File: config.mk
export PLATFORM = sky130hd
export DESIGN_NAME = pipe_reg
export DESIGN_NICKNAME = d
export VERILOG_FILES = /design/src/rtl/pipe_reg.sv
export SDC_FILE = /design/constraint.sdc
export NUM_CORES = 1
export LEC_CHECK = 0
export ABC_AREA = 1
export ABC_CLOCK_PERIOD_IN_PS = 1240
export CORE_MARGIN = 10
export CORE_UTILIZATION = 40
export CTS_CLUSTER_DIAMETER = 30
export DETAILED_ROUTE_END_ITERATION = 7
export SLEW_MARGIN = 40
export SYNTH_ARGS = -nofsm -noshare
export SYNTH_HDL_FRONTEND = slang
export SYNTH_SLANG_ARGS = --single-unit
File: constraint.sdc
create_clock -name clk -period 1.24 [get_ports clk]
set_clock_uncertainty 0.1 [all_clocks]
set_input_delay 0.248 -clock clk [delete_from_list [all_inputs] [get_ports clk]]
set_output_delay 0.248 -clock clk [all_outputs]
set_load 0.02 [all_outputs]
File: src/rtl/pipe_reg.sv
// Elastic register pipeline: depth_p stages with valid/ready handshake and bubble collapse.
// Optional occupancy counter output count_o when PIPE_REG_COUNT_EN is defined.
module pipe_reg #(
  parameter int                 width_p     = 8,
  parameter int                 depth_p     = 4,
  parameter logic [width_p-1:0] reset_val_p = '0
) (
  input  logic               clk,
  input  logic               reset_i,
  input  logic               en_i,
  input  logic               valid_i,
  input  logic [width_p-1:0] data_i,
  output logic               ready_o,
  output logic               valid_o,
  output logic [width_p-1:0] data_o,
  input  logic               ready_i
`ifdef PIPE_REG_COUNT_EN
  ,
  output logic [$clog2(depth_p+1)-1:0] count_o
`endif
);

  logic [depth_p-1:0] r_valid;
  logic [width_p-1:0] r_data [depth_p];

  logic [depth_p-1:0] w_ready;
  logic [depth_p-1:0] w_valid_src;
  logic [width_p-1:0] w_data_src [depth_p];
  logic               w_acc;

  // A stage is ready if it or any stage downstream of it is empty, or the sink accepts.
  always_comb begin
    w_ready = '0;
    w_acc   = ready_i;
    for (int k = depth_p - 1; k >= 0; k--) begin
      w_acc      = w_acc | ~r_valid[k];
      w_ready[k] = w_acc;
    end
  end

  always_comb begin
    w_valid_src    = '0;
    w_valid_src[0] = valid_i;
    for (int k = 0; k < depth_p; k++) begin
      w_data_src[k] = data_i;
    end
    for (int k = 1; k < depth_p; k++) begin
      w_valid_src[k] = r_valid[k-1];
      w_data_src[k]  = r_data[k-1];
    end
  end

  // NOTE: non-blocking assignments here so every stage samples the pre-edge value of its neighbour.
  always_ff @(posedge clk) begin
    if (reset_i) begin
      // NOTE: data registers are reset as well so reset_val_p is observable on data_o.
      for (int k = 0; k < depth_p; k++) begin
        r_valid[k] <= 1'b0;
        r_data[k]  <= reset_val_p;
      end
    end else if (en_i) begin
      for (int k = 0; k < depth_p; k++) begin
        if (w_ready[k]) begin
          r_valid[k] <= w_valid_src[k];
          r_data[k]  <= w_data_src[k];
        end
      end
    end
  end

  assign ready_o = w_ready[0] & en_i;
  assign valid_o = r_valid[depth_p-1] & en_i;
  assign data_o  = r_data[depth_p-1];

`ifdef PIPE_REG_COUNT_EN
  localparam int cnt_w_lp = $clog2(depth_p + 1);

  logic [cnt_w_lp-1:0] r_count;
  logic                w_in_xfer;
  logic                w_out_xfer;

  assign w_in_xfer  = valid_i & ready_o;
  assign w_out_xfer = valid_o & ready_i;

  always_ff @(posedge clk) begin
    if (reset_i) begin
      r_count <= '0;
    end else begin
      case ({w_in_xfer, w_out_xfer})
        2'b10:   r_count <= r_count + cnt_w_lp'(1);
        2'b01:   r_count <= r_count - cnt_w_lp'(1);
        default: r_count <= r_count;
      endcase
    end
  end

  assign count_o = r_count;
`endif

endmodule

==> results.yml <==
# yosys + openroad results
pwr:
  p_leak_nw: 0.887
  p_switching_mw: 0.534
  clkPwrFrac_pct: 30.2
  p_seq_share_pct: 58.0
  power_leader: "sequential cells"
  p_comb_share_pct: 11.8
  p_seq_mw: 1.42
  vdd_ir_drop_max_mv: 0.643
layout:
  nets: 191
  area_growth_pct: 35.6
  drive_gt1_share_pct: 29.8
  fin_cells: 226
  utilization_pct: 56.0
  nFillCells: 328
  lay_top_count: "inv_1"
  fin_area_um2: 2030
clocking:
  cts_tree: "done"
  cts_hold_buf: 0
  clk_pin_slew_ns: 0.06
  post_cts_resized: 57
  cts_buffers: 5
  post_cts_buffers: 0
  clock_sinks: 36
  htreeDepth: 2
  worstSkewPairLatency_ns: 0.28
final_timing:
  hold_ws_ns: 0.264
  drv_slew: 0
  max_freq_mhz: 736
  rsz0062_at_grt: "yes"
  setup_viol: 19
  timing.setup.tns_ns: -1.03
  tightest_slew_ns: 0.170
  setup_slack_ns: -0.118
synth:
  simple_gate_share_pct: 18.5
  synth-seq-area-share_pct: 69.4
  syn_area_per_cell_um2: 11.3
  post-synth-top-area-fraction_pct: 64.1
  flop_cell: "edfxtp_1"
  topCombFamilyByArea: "simple AND/OR/NAND/NOR gates"
  netlist_top_cells_count: "38 x inv_1, 32 x edfxtp_1, 30 x nor2_1, 7 x nand2_1"
  netlist_area_um2: 1500
  synthCells: 133
  ys_sh_mux_pct: 0
  ys.flops: 36
  ys_cells: 133
route:
  drc: 0
  wl_um: 2150
  drtAntennaViolNets: 0
  firstDrtPassIters: 3
place:
  port_buffers: 22
  pre_cts_slack_ns: -0.793
  place_area_um2: 1950
outcome:
  status: "complete, but fails checks"
  violations: "setup timing"
critical_path:
  critPathMaxFanout: 4
  crit_path_end: "ready_o"
  cp_num_cells: 4
  worst_ep_arrival_time_ns: 1.01
  critPathLaunchType: "flop"
  setup.worst_path.start: "r_valid[3]"
  crit_path_end_kind: "output pin"
worst_hold_path:
  worstHoldPathType: "in -> reg"
floorplanning:
  dieArea_um2: 6600
  die_h_um: 81.2
grt:
  grt_pass1_wl_um: 3900
  gr-total-overflow: 0
[metal layers]
metal / GRT usage [%] / vias to the layer above / share of wire [%]
met2: 13.5 / 22 / 53
met1: 6.99 / 413 / 37
met5: 0 / - / 0
li1: - / 497 / -
met3: 4.42 / 5 / 8.4
met4: 3.11 / 0 / 1.7
[worst register-to-register path, cell delays in order, from the launching register on]
cell and delay (ns):
dfxtp_4 0.37, nand3_4 0.09, nand2_4 0.08, buf_4 0.15, nand4_1 0.15, buf_12 0.19
[layout make-up]
type | count | area [um^2] | share of cell area (%)
multi-input cells | 57 | 338 | 16.6
clock inverters | 1 | 5.00 | 0.246
clock buffers | 6 | 72.6 | 3.57
inverters | 38 | 145 | 7.13
well taps | 48 | 60.1 | 2.95
repair buffers | 40 | 368 | 18.1
flip-flops and latches | 36 | 1050 | 51.4
Figure 1. Drive-strength map.
The bar under the picture is 20 um long.
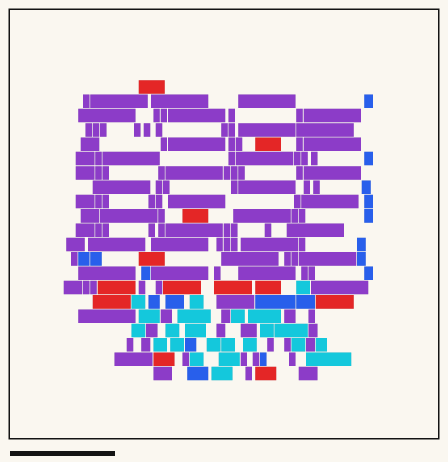
red -> x6 and larger  # cells 12, most used clkbuf_8
purple -> x1 and smaller  # cells 125, most used inv_1
blue -> x2  # cells 18, most used buf_2
cyan -> x3 and x4  # cells 23, most used buf_4

Figure 2. Layout detail.
Region (46, 5) to (76, 35) um. Cells in gray, sequential cells in the stronger gray; small squares are vias.
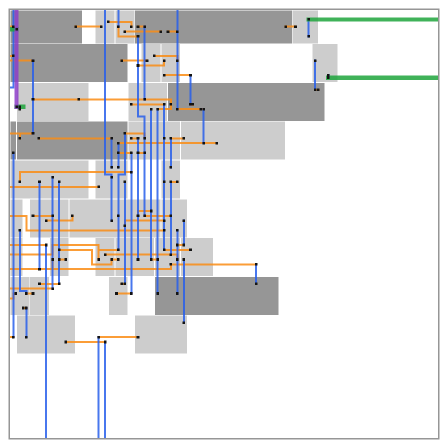
blue -> M2
orange -> M1
purple -> M4
green -> M3
sequential cells in the window = 5
netlist names of flops here include = r_data (3), r_valid (2)
most frequent = inv_1 (4)
cells with their middle in the window = 31

No activity file was given, so power comes from the tool's default toggle rates.
